==> images/layers.png <==
Scale: 1.5 px per um. Two of the layers only.
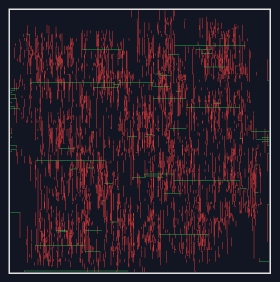
==> images/port_trees.png <==
Scale: 1.5 px per um.
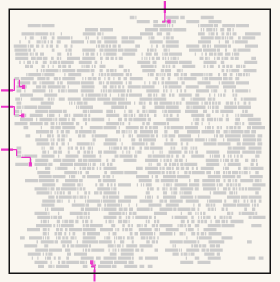
==> images/placed.png <==
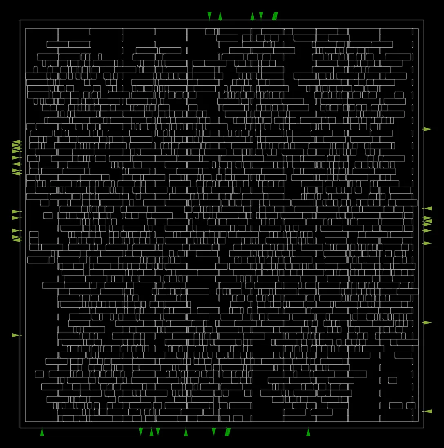
==> images/pinout.png <==
Scale: 3 px per um. Pins as bars across the die edge, other pins in grey.
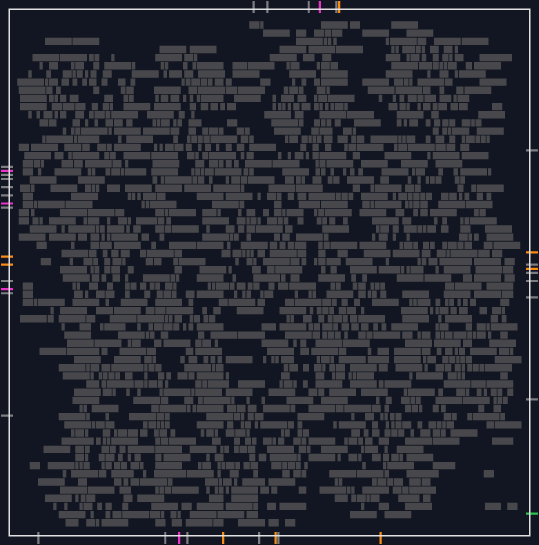
--- src/rtl/board_io_pkg.sv ---
// Shared constants for the board input front end: channel counts, clock rate, debounce default.
// Channel order everywhere is {button_2, button_mb[3:0], dip[7:0]}, bit 0 = dip[0].
package board_io_pkg;

  localparam int N_BTN = 5;
  localparam int N_DIP = 8;
  localparam int N_CH  = N_DIP + N_BTN;

  localparam int CLK_HZ              = 50_000_000;
  localparam int DEBOUNCE_CYCLES_DEF = CLK_HZ / 100;

  // Synchroniser reset values in pin polarity (main-board buttons idle high).
  localparam logic [N_CH-1:0] SYNC_RST_PIN = 13'b0_1111_0000_0000;
  // Channels whose pins are active low; inverted before the debouncer.
  localparam logic [N_CH-1:0] CH_INVERT    = 13'b0_1111_0000_0000;

  // Reset value seen by a channel's synchroniser after the pin inversion.
  function automatic logic chan_sync_rst(input int idx);
    return SYNC_RST_PIN[idx] ^ CH_INVERT[idx];
  endfunction

endpackage

--- src/rtl/debounce_channel.sv ---
// One input channel: 2-flop synchroniser then a stability counter; output follows after
// DEBOUNCE_CYCLES consecutive differing samples (1+DEBOUNCE_CYCLES edges). No backpressure.
module debounce_channel
  import board_io_pkg::*;
#(
  parameter int   DEBOUNCE_CYCLES = DEBOUNCE_CYCLES_DEF,
  parameter int   CNT_W           = $clog2(DEBOUNCE_CYCLES),
  parameter logic SYNC_RST        = 1'b0
) (
  input  logic clk,
  input  logic reset,
  input  logic raw,
  output logic stable
);

  localparam logic [CNT_W-1:0] TERM = CNT_W'(DEBOUNCE_CYCLES - 1);

  logic             sync1;
  logic             sync2;
  logic [CNT_W-1:0] cnt;

  always_ff @(posedge clk or negedge reset) begin
    if (!reset) begin
      sync1  <= SYNC_RST;
      sync2  <= SYNC_RST;
      cnt    <= '0;
      stable <= 1'b0;
    end else begin
      sync1 <= raw;
      sync2 <= sync1;
      // Any return to the current level discards the partial count.
      if (sync2 == stable) begin
        cnt <= '0;
      end else if (cnt == TERM) begin
        stable <= sync2;
        cnt    <= '0;
      end else begin
        cnt <= cnt + 1'b1;
      end
    end
  end

endmodule

--- src/rtl/board_input_conditioner.sv ---
// Board pins -> debounced DIP/button levels for the MIPS core plus sticky press events.
// Level latency 1+DEBOUNCE_CYCLES edges, events one edge later; set beats clear, no backpressure.
module board_input_conditioner
  import board_io_pkg::*;
#(
  parameter int DEBOUNCE_CYCLES = DEBOUNCE_CYCLES_DEF,
  parameter int CNT_W           = $clog2(DEBOUNCE_CYCLES)
) (
  input  logic             clk,
  input  logic             reset,
  input  logic [3:0]       button_mb,
  input  logic             button_2,
  input  logic [7:0]       dip,
  output logic [3:0]       A_dip_lsb,
  output logic [3:0]       B_dip_msb,
  output logic [N_BTN-1:0] C_button,
  output logic [N_BTN-1:0] press_event,
  input  logic [N_BTN-1:0] event_clear
);

  logic [N_CH-1:0]  raw;
  logic [N_CH-1:0]  stable;
  logic [N_BTN-1:0] prev;
  logic [N_BTN-1:0] set;

  // Every channel is active high from here on.
  assign raw = {button_2, button_mb, dip} ^ CH_INVERT;

  for (genvar i = 0; i < N_CH; i++) begin : g_ch
    debounce_channel #(
      .DEBOUNCE_CYCLES(DEBOUNCE_CYCLES),
      .CNT_W          (CNT_W),
      .SYNC_RST       (chan_sync_rst(i))
    ) u_ch (
      .clk   (clk),
      .reset (reset),
      .raw   (raw[i]),
      .stable(stable[i])
    );
  end

  assign A_dip_lsb = stable[3:0];
  assign B_dip_msb = stable[7:4];
  assign C_button  = stable[N_CH-1:N_DIP];

  assign set = C_button & ~prev;

  always_ff @(posedge clk or negedge reset) begin
    if (!reset) begin
      prev        <= '0;
      press_event <= '0;
    end else begin
      prev        <= C_button;
      press_event <= set | (press_event & ~event_clear);
    end
  end

endmodule

--- config.mk ---
export PLATFORM = sky130hd
export DESIGN_NAME = board_input_conditioner
export DESIGN_NICKNAME = d
export VERILOG_FILES = /design/src/rtl/board_io_pkg.sv /design/src/rtl/debounce_channel.sv /design/src/rtl/board_input_conditioner.sv
export SDC_FILE = /design/constraint.sdc
export NUM_CORES = 1
export LEC_CHECK = 0
export CAP_MARGIN = 5
export CORE_AREA = 2 2 171 173
export CTS_CLUSTER_DIAMETER = 200
export DETAILED_ROUTE_END_ITERATION = 10
export DIE_AREA = 0 0 173 175
export PLACE_DENSITY = 0.66
export SLEW_MARGIN = 10
export SYNTH_ARGS = -nofsm -noshare
export SYNTH_HDL_FRONTEND = slang
export SYNTH_SLANG_ARGS = --single-unit
--- constraint.sdc ---
create_clock -name clk -period 2.2 [get_ports clk]
set_input_delay 0.44 -clock clk [delete_from_list [all_inputs] [get_ports clk]]
set_output_delay 0.44 -clock clk [all_outputs]
set_load 0.01 [all_outputs]
==> job_summary.md <==
## PnR job results

| Metric | Value |
|---|---|
| Pre-CTS setup slack | 0.1051 ns |
| AO/OA Area Share | 6.435% |
| Worst setup slack after layout | 0.1091 ns |
| Combinational group share of total power | 3.4% |
| Leakage power of the design | 6.614 nW |
| Share of cells above drive strength 1 | 12.06% |
| Power dissipated in sequential cells | 5.60 mW |
| Detailed Place HPWL | 17,660 um |
| Cell area reported after detailed placement | 15,260 sq um |
| Sum of buffers and inverters on the critical path | 0 |
| Warnings from Yosys | 0 |
| Antenna fix cells | 0 |
| Combinational gate power | 0.420 mW |
| Delay of the slowest cell on the worst path | 0.59 ns |
| Worst Setup Start Kind | register |
| Core ar. | 28,390 sq um |
| Critical Path Sink Type | register |
| Run status | completed |
| Number of iterations in the first detailed-routing pass | 5 |
| Max transition margin | 58.72% |
| Class of the tightest hold or removal check | reg -> reg |
| Cts-stage hold buffer count | 1 |
| Signal arrival time at the worst endpoint | 2.48 ns |
| Height of the chip | 175 um |
| Drt via density | 5.364 |
| Initial DRC Count | 569 |
| Top area cells in the synthesized netlist | sky130_fd_sc_hd__dfrtp_1, sky130_fd_sc_hd__xnor2_1, sky130_fd_sc_hd__nor2_1, sky130_fd_sc_hd__xor2_1, sky130_fd_sc_hd__nand3_1 |
| Post-synthesis net count | 1,414 |
| Clk pwr | 6.40 mW |
| Critical path endpoint | g_ch[0].u_ch.stable |
| RD Place Congestion | 0.8370 |
| Clock edge transition at the registers on the reported setup and hold paths | 0.06 ns |
| Initial antenna violation count | 0 |
| Final tally of max-slew violations | 0 |
| Max Cap Violations | 0 |
| Total congestion overflow after global routing | 0 |
| Yosys xor share | 10.90% |
| Number of buffers between clock root and the deepest sink | 3 |
| Post-route setup TNS | 0 ns |
| TritonCTS buffer count | 36 |
| Power Dens Cells | 749.4 nW/um^2 |
| Worst reg2reg path depth | 4 |
| Total length of routed wires | 26,320 um |
| Routed length per instance | 13.90 um |
| Fraction of power consumed by sequential logic | 45.1% |
| Area share of the largest cell type after synthesis | 52.69% |
| Via count of the first global-routing pass | 10,320 |
| Total track usage | 18.10% |
| VDD IR-drop max | 0.0004394 V |
| R2R setup slack | 0.11 ns |
| Buffers on Ports | 37 |
| Ratio of final minimum period to clock period | 95.04% |
| Met3 routed wirelength | 755 um |
| Finished Layout Cells | 1,893 |
| Final-report setup violation count | 0 |
| Hold worst-path end | g_ch[0].u_ch.sync2 |
| Hold Vio Cnt, Final | 0 |
| Largest delay contributor family on the critical path | simple AND/OR/NAND/NOR gates |
| Area of all placed cells without fillers | 16,580 sq um |
| Highest-delay cell along the critical path | sky130_fd_sc_hd__or4_1 |
| Post-synth cell types | 43 |
| Sequence of cells on the critical path | or4_1 -> or4_1 -> nor2_2 -> mux2_2 |
## Picture notes: layers.png
layer	colour	wire length
M2	red	12,300 um
M3	green	755 um

## Picture notes: port_trees.png
port	colour	direction	edge	end cells	wire
event_clear	magenta	input	3 left, 1 top, 1 bottom	5	67.9 um

## Picture notes: placed.png
share of the core filled with cells: 58.41%
number of core rows: 62
count of inserted tapcells: 384

## Picture notes: pinout.png
port	colour	pins	direction	edge
dip	orange	8	input	3 bottom, 2 left, 2 right, 1 top
reset	green	1	input	right
event_clear	magenta	5	input	3 left, 1 top, 1 bottom

-- cell usage in the layout, fill, tap and decap left out, types with 11 or more instances in the layout --
| master | n |
|---|---|
| sky130_fd_sc_hd__xor2_1 | 50 |
| sky130_fd_sc_hd__and2_1 | 13 |
| sky130_fd_sc_hd__o31ai_1 | 22 |
| sky130_fd_sc_hd__or4_1 | 40 |
| sky130_fd_sc_hd__nand4_1 | 47 |
| sky130_fd_sc_hd__nor3_1 | 36 |
| sky130_fd_sc_hd__nand3_1 | 81 |
| sky130_fd_sc_hd__nand2_1 | 76 |
| sky130_fd_sc_hd__clkdlybuf4s50_1 | 36 |
| sky130_fd_sc_hd__o21ai_0 | 32 |
| sky130_fd_sc_hd__nor2_1 | 205 |
| sky130_fd_sc_hd__xnor2_1 | 125 |
| sky130_fd_sc_hd__nor4_1 | 39 |
| sky130_fd_sc_hd__buf_4 | 49 |
| sky130_fd_sc_hd__a21oi_1 | 59 |
| sky130_fd_sc_hd__inv_1 | 63 |
| sky130_fd_sc_hd__or4b_2 | 11 |
| sky130_fd_sc_hd__or2_2 | 11 |
| sky130_fd_sc_hd__clkbuf_16 | 37 |
| sky130_fd_sc_hd__ha_1 | 13 |
| sky130_fd_sc_hd__mux2_2 | 13 |
| sky130_fd_sc_hd__or3_1 | 48 |
| sky130_fd_sc_hd__dfrtp_1 | 296 |
-- registers in the layout (all words and copies together) (netlist names) --
register and cells:
g_ch.u_ch.cnt 247, g_ch.u_ch.stable 13, g_ch.u_ch.sync1 13, g_ch.u_ch.sync2 13, press_event 5, prev 5
-- cell type report --
cell class,count,area [sq um],area share (%)
multi-input cells,988,6195,37.35
flip-flops and latches,296,7407,44.67
clock buffers,48,1037,6.255
inverters,63,236.5,1.426
clock inverters,17,274.0,1.652
well taps,384,480.5,2.897
repair buffers,97,953.4,5.749
No activity file was given, so power comes from the tool's default toggle rates.
